Figure 1. Cell density map (run 1).
Drawn at 4 px/um. 10 x 10 tiles, from white (low) to dark blue (high), 0 to 100% covered.
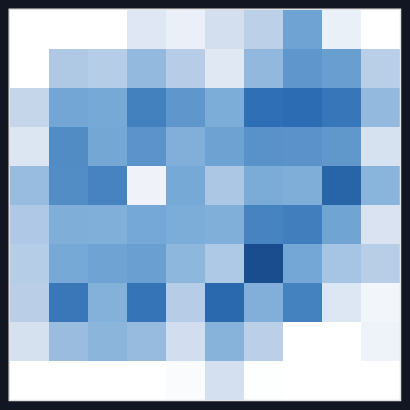
Figure 2. Routed clock nets over the placement (run 1).
Drawn at 4 px/um.
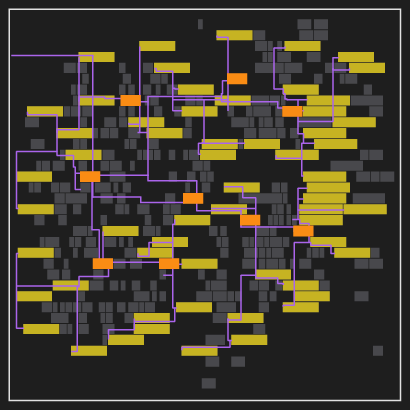
Figure 3. The metal 3 layer (run 1).
Drawn at 4 px/um. Cells faint in the background.
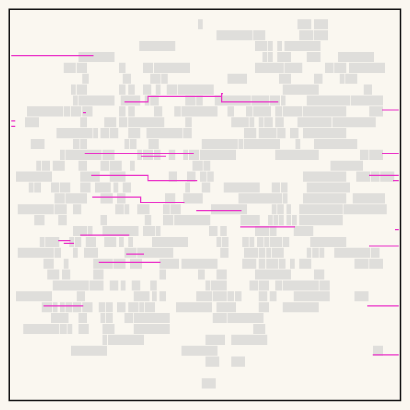
[config.mk]
export PLATFORM = sky130hd
export DESIGN_NAME = joystick_cmd_encoder
export DESIGN_NICKNAME = d
export VERILOG_FILES = /design/src/rtl/joystick_cmd_encoder.sv
export SDC_FILE = /design/constraint.sdc
export NUM_CORES = 1
export LEC_CHECK = 0
export CORE_MARGIN = 1
export CORE_UTILIZATION = 35
export DETAILED_ROUTE_END_ITERATION = 12
export PLACE_DENSITY = 0.53
export SLEW_MARGIN = 40
export SYNTH_ARGS = -nofsm -noshare
export SYNTH_HDL_FRONTEND = slang
export SYNTH_SLANG_ARGS = --single-unit
[constraint.sdc]
create_clock -name clk -period 3.72 [get_ports clk]
set_input_delay 0.744 -clock clk [delete_from_list [all_inputs] [get_ports clk]]
set_output_delay 0.744 -clock clk [all_outputs]
set_load 0.01 [all_outputs]
[src/rtl/joystick_cmd_encoder.sv]
// Joystick command encoder: press-edge detection, direction auto-repeat and a command FIFO.
// Optional feature macro JOYSTICK_RELEASE_EVT_EN adds release commands ({1'b1, code}).
module joystick_cmd_encoder #(
    parameter int REPEAT_DELAY  = 25_000_000,
    parameter int REPEAT_PERIOD = 5_000_000,
    parameter int CNT_W         = 25,
    parameter int FIFO_DEPTH    = 4
) (
    input  logic                        clk,
    input  logic                        rst_n,
    input  logic                        i_up,
    input  logic                        i_down,
    input  logic                        i_left,
    input  logic                        i_right,
    input  logic                        i_fire,
    output logic                        o_cmd_valid,
    input  logic                        i_cmd_ready,
    output logic [3:0]                  o_cmd,
    output logic [$clog2(FIFO_DEPTH):0] o_level,
    output logic                        o_overflow,
    output logic [1:0]                  o_rpt_state
);
    localparam int AW = $clog2(FIFO_DEPTH);
    localparam logic [AW:0]      FULL_CNT = (AW + 1)'(FIFO_DEPTH);
    localparam logic [CNT_W-1:0] DLY_LAST = CNT_W'(REPEAT_DELAY - 1);
    localparam logic [CNT_W-1:0] PER_LAST = CNT_W'(REPEAT_PERIOD - 1);
    // Button index k: 0 UP, 1 DOWN, 2 LEFT, 3 RIGHT, 4 FIRE; command code is k+1.
    localparam logic [2:0] PRIO [5] = '{3'd4, 3'd0, 3'd1, 3'd2, 3'd3};

    typedef enum logic [1:0] {RPT_IDLE = 2'd0, RPT_DELAY = 2'd1, RPT_REPEAT = 2'd2} rpt_state_t;

    logic [4:0]       lvl, prev_q, rise;
    logic [4:0]       p_q, p_d, gnt_p, ev_p, keep_p, rpt_set;
    rpt_state_t       state_q, state_d;
    logic [1:0]       act_q, act_d, win;
    logic [CNT_W-1:0] timer_q, timer_d;
    logic [3:0]       mem_q [FIFO_DEPTH];
    logic [AW-1:0]    wr_ptr_q, rd_ptr_q;
    logic [AW:0]      count_q, count_d;
    logic             ovf_q, ovf_d;
    logic             pop, push, push_ok;
    logic [3:0]       push_cmd;
`ifdef JOYSTICK_RELEASE_EVT_EN
    logic [4:0]       r_q, r_d, gnt_r, fall, keep_r;
`endif

    assign lvl  = {i_fire, i_right, i_left, i_down, i_up};
    assign rise = lvl & ~prev_q;

    // Handshake: the head transfers on a posedge with o_cmd_valid && i_cmd_ready;
    // while valid && !ready the head (o_cmd) is held unchanged.
    assign o_cmd_valid = (count_q != '0);
    assign o_cmd       = o_cmd_valid ? mem_q[rd_ptr_q] : 4'h0;
    assign o_level     = count_q;
    assign o_overflow  = ovf_q;
    assign o_rpt_state = state_q;

    assign pop     = o_cmd_valid && i_cmd_ready;
    assign push_ok = (count_q != FULL_CNT) || pop;

    always_comb begin
        state_d = state_q;
        act_d   = act_q;
        timer_d = timer_q;
        rpt_set = '0;
        win     = '0;
        for (int i = 3; i >= 0; i--) begin
            if (rise[i]) win = 2'(i);
        end
        if (|rise[3:0]) begin
            state_d = RPT_DELAY;
            act_d   = win;
            timer_d = '0;
        end else if (state_q != RPT_IDLE) begin
            if (!lvl[act_q]) begin
                state_d = RPT_IDLE;
                timer_d = '0;
            end else if (timer_q == ((state_q == RPT_DELAY) ? DLY_LAST : PER_LAST)) begin
                state_d        = RPT_REPEAT;
                timer_d        = '0;
                rpt_set[act_q] = 1'b1;
            end else begin
                timer_d = timer_q + 1'b1;
            end
        end
    end

    // Press bits always outrank release bits; within each group FIRE > UP > DOWN > LEFT > RIGHT.
    always_comb begin
        gnt_p    = '0;
        push     = 1'b0;
        push_cmd = 4'h0;
`ifdef JOYSTICK_RELEASE_EVT_EN
        gnt_r    = '0;
`endif
        if (push_ok) begin
            for (int i = 0; i < 5; i++) begin
                if (!push && p_q[PRIO[i]]) begin
                    push            = 1'b1;
                    gnt_p[PRIO[i]]  = 1'b1;
                    push_cmd        = {1'b0, PRIO[i] + 3'd1};
                end
            end
`ifdef JOYSTICK_RELEASE_EVT_EN
            for (int i = 0; i < 5; i++) begin
                if (!push && r_q[PRIO[i]]) begin
                    push            = 1'b1;
                    gnt_r[PRIO[i]]  = 1'b1;
                    push_cmd        = {1'b1, PRIO[i] + 3'd1};
                end
            end
`endif
        end
    end

    always_comb begin
        ev_p   = rise | rpt_set;
        keep_p = p_q & ~gnt_p;
        p_d    = keep_p | ev_p;
        ovf_d  = |(ev_p & keep_p);
`ifdef JOYSTICK_RELEASE_EVT_EN
        fall   = prev_q & ~lvl;
        keep_r = r_q & ~gnt_r;
        r_d    = keep_r | fall;
        ovf_d  = ovf_d | (|(fall & keep_r));
`endif
        count_d = count_q;
        case ({push, pop})
            2'b10:   count_d = count_q + 1'b1;
            2'b01:   count_d = count_q - 1'b1;
            default: count_d = count_q;
        endcase
    end

    always_ff @(posedge clk or negedge rst_n) begin
        if (!rst_n) begin
            prev_q   <= '0;
            p_q      <= '0;
            state_q  <= RPT_IDLE;
            act_q    <= '0;
            timer_q  <= '0;
            wr_ptr_q <= '0;
            rd_ptr_q <= '0;
            count_q  <= '0;
            ovf_q    <= 1'b0;
`ifdef JOYSTICK_RELEASE_EVT_EN
            r_q      <= '0;
`endif
        end else begin
            prev_q   <= lvl;
            p_q      <= p_d;
            state_q  <= state_d;
            act_q    <= act_d;
            timer_q  <= timer_d;
            count_q  <= count_d;
            ovf_q    <= ovf_d;
            if (push) wr_ptr_q <= wr_ptr_q + 1'b1;
            if (pop)  rd_ptr_q <= rd_ptr_q + 1'b1;
`ifdef JOYSTICK_RELEASE_EVT_EN
            r_q      <= r_d;
`endif
        end
    end

    always_ff @(posedge clk) begin
        if (push) mem_q[wr_ptr_q] <= push_cmd;
    end
endmodule
==> summary.txt, run 1 <==
Status of the implementation.

- The flow ran to the end, and the final reports show no timing, DRC or antenna violations.
- The portion of synthesized area spent on multiplexers is 4.36%.
- After its last routability iteration, the placer logged a weighted congestion of 0.768.
- The reg-to-reg critical path endpoint is timer_q[22]$_DFFE_PN0P_, for reference.
- In this run the tool buffered the top-level ports with 17 buffer cells.
- Logged for this run, the post-placement worst setup slack is 0.457 ns.
- For reference, the final report shows the hold violation count at 0.
- Summing the sequential cell areas from Yosys gives 48.2% of the chip area.
- The depth of the most critical reg-to-reg path is 6, for reference.
- The global-route track usage on met2 is 25.4%, for reference.
- The cell group occupying the most layout area is registers, for reference.
- The buffer count excluding the clock tree in the final layout is 20, for reference.
- The worst register-to-register path has a setup slack of 1.23 ns.
- The synthesized netlist devotes 22.8% of its cell area to simple gates.
- For reference, compound AND-OR and OR-AND cells occupy 15.1% of the area reported after synthesis.
- The number of hold buffers added after CTS was 0.
- The most used flip-flop cell after synthesis is sky130_fd_sc_hd__dfrtp_1.
- The number of antenna diodes in the final layout is 0.
- The tally of OpenROAD warnings is 29, for reference.
- The most frequently placed logic cell in the final layout is sky130_fd_sc_hd__dfrtp_1, for reference.
- Leaving out fill and tap cells, the most frequent cells in the layout are sky130_fd_sc_hd__dfrtp_1, sky130_fd_sc_hd__nand2_1, sky130_fd_sc_hd__a21oi_1.
- Checking hold timing, the worst path is listed with class input port to asynchronous set/reset pin.
- The fraction of synthesized cell area taken by the top area cell type is 36.9%, for reference.
- The OpenROAD report gives the critical path a required time of 2.98 ns.
- Per the detail_route report, vias per standard cell equal 5.56.
- The starting DRC count in detailed routing is 77, for reference.
- The part of the power in registers is 44.5%, for reference.
- The actual slew at the worst max-slew pin is 0.623 ns, for reference.
- The global-route wire length before repair is 11.8 mm, for reference.
- The top achievable clock speed is 366 MHz, for reference.
Back to the opening pictures, Figure 1:
nearly empty tiles: 15%
mean over tiles: 37%
tiles over 75% full: 4.0%
effective utilization at floorplan: 36.4%
core region area: 8760 sq um

Back to the opening pictures, Figure 2:
[orange] clock drivers | count: 9
[purple] clock wires | length: 859 um
[yellow] flip-flops | count: 59
flops lie: all over the die
power dissipated in the clock network: 574 uW
part of the power in the clock network: 28.2%

Back to the opening pictures, Figure 3:
main direction: horizontal
longest straight run: 26.9 um
wire length on this layer: 256 um
total vias in the final route: 2,442
global routing usage on met3: 4.82%
final routed wirelength across all metal layers: 6.74 mm

==> inputs of run 2 (changes only) <==
clock period = 2.6 ns   (was 3.72 ns; I/O delays follow)
==> run 2 against run 1 <==
Core utilization up 1.1 points. First-iteration DRC count up 18%. Clock skew up 0.0027 ns. Count of clock-buffer cells in the layout up 1. Global-route usage up 0.29 points. Critical path type unchanged. Total power up 42%. Sequential power up 43%. Largest cell class unchanged. Sequential share of layout area down 1.1 points. Synthesized cell count unchanged. Non-clock buffer count up 14.
==> summary.txt, run 2 <==
Status of the implementation.

- The flow ran to the end, and the final reports show no timing, DRC or antenna violations.
- The number of input and output port buffers inserted is 17 (unchanged), for reference.
- The part of the power in registers is 44.6% (about the same), for reference.
- The mean routed wirelength per cell is 15.0 um, for reference.
- The actual slew at the worst max-slew pin is 0.707 ns (+0.0834 ns), for reference.
- The basic-gate share of the synthesized area counting and, or, nand and nor cells is 22.8% (unchanged), for reference.
- The tally of OpenROAD warnings was 29 (unchanged).
- The reported net switching power is 879 uW, for reference.
- The final RePlAce weighted congestion is 0.787 (+2.4%), for reference.
- The portion of netlist area occupied by mux cells came to 4.36% (unchanged).
- The register-to-register setup slack came to 0.26 ns (-0.97 ns).
- The number of filler cells placed in the layout is 835, for reference.
- The register bit count reported by yosys is 59, for reference.
- The total count of hold-check failures in the final report is 0 (unchanged).
- The depth of the most critical reg-to-reg path is 7 (+1), for reference.
- The met3 track utilization from global routing is 4.32% (-0.50 points), for reference.
- The most frequently placed logic cell in the final layout is sky130_fd_sc_hd__dfrtp_1, for reference.
- Based on the critical path, the design can be clocked at up to 410 MHz.
- The global-route wire length before repair came to 11.9 mm (+0.88%).
- The core footprint is 8760 sq um (unchanged), for reference.
- The cell group occupying the most layout area is registers, for reference.
- The share of total power in the clock network is 27.4% (-0.8 points), for reference.
- The top cell types in the final layout, fill and taps aside, are sky130_fd_sc_hd__dfrtp_1, sky130_fd_sc_hd__nand2_1, sky130_fd_sc_hd__a21oi_1.
- The per-cell via count in the routed design came to 5.37 (-3.4%).
- The post-cts hold-fix buffer tally came to 0 (unchanged).
- The vias after detailed routing was 2,433 (-0.37%).
- In the final layout, flip-flops and latches occupy 1540 sq um.
- The commonest register cell is sky130_fd_sc_hd__dfrtp_1.
- The global-route track usage on met2 is 25.5% (+0.054 points), for reference.
- The total wire length is 6.80 mm (+0.86%), for reference.
- The worst slack after detailed placement is -0.0472 ns (-0.504 ns), for reference.
- The area share of and-or/or-and cells after synthesis was 15.1% (unchanged).
- The sequential area share after synthesis was 48.2% (unchanged).
- The critical path required time was 2.08 ns (-0.90 ns).
- The starting DRC count in detailed routing came to 91 (+18%).
- The floorplan core density is 36.4% (unchanged), for reference.
- The buffer count excluding the clock tree in the final layout is 34 (+70%), for reference.
- The final antenna diode count is 0 (unchanged), for reference.
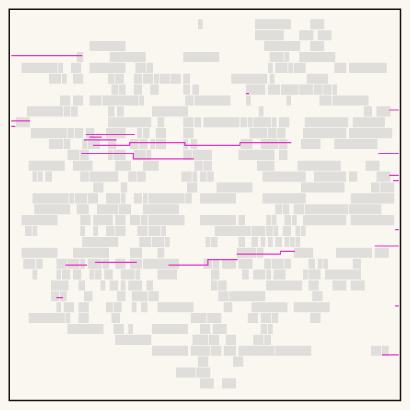
Figure 4: run 2, the metal 3 layer.
Drawn at 4 px/um. Cells faint in the background.
longest straight run: 17.5 um
nets with wire on the layer: 18
wire length on this layer: 197 um
share of all routed wire: 2.9%

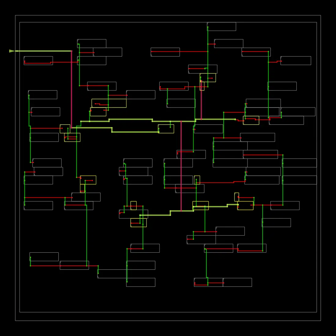
Figure 5: run 2, clock wiring as the flow saved it.
Fin Clk Skew: 0.0116 ns
number of buffers created by CTS: 9
count of flip-flops and latches: 59
source-to-sink clock delay at the later pin of the worst-skew pair: 0.34 ns

Power is estimated from default activity; no workload was simulated.
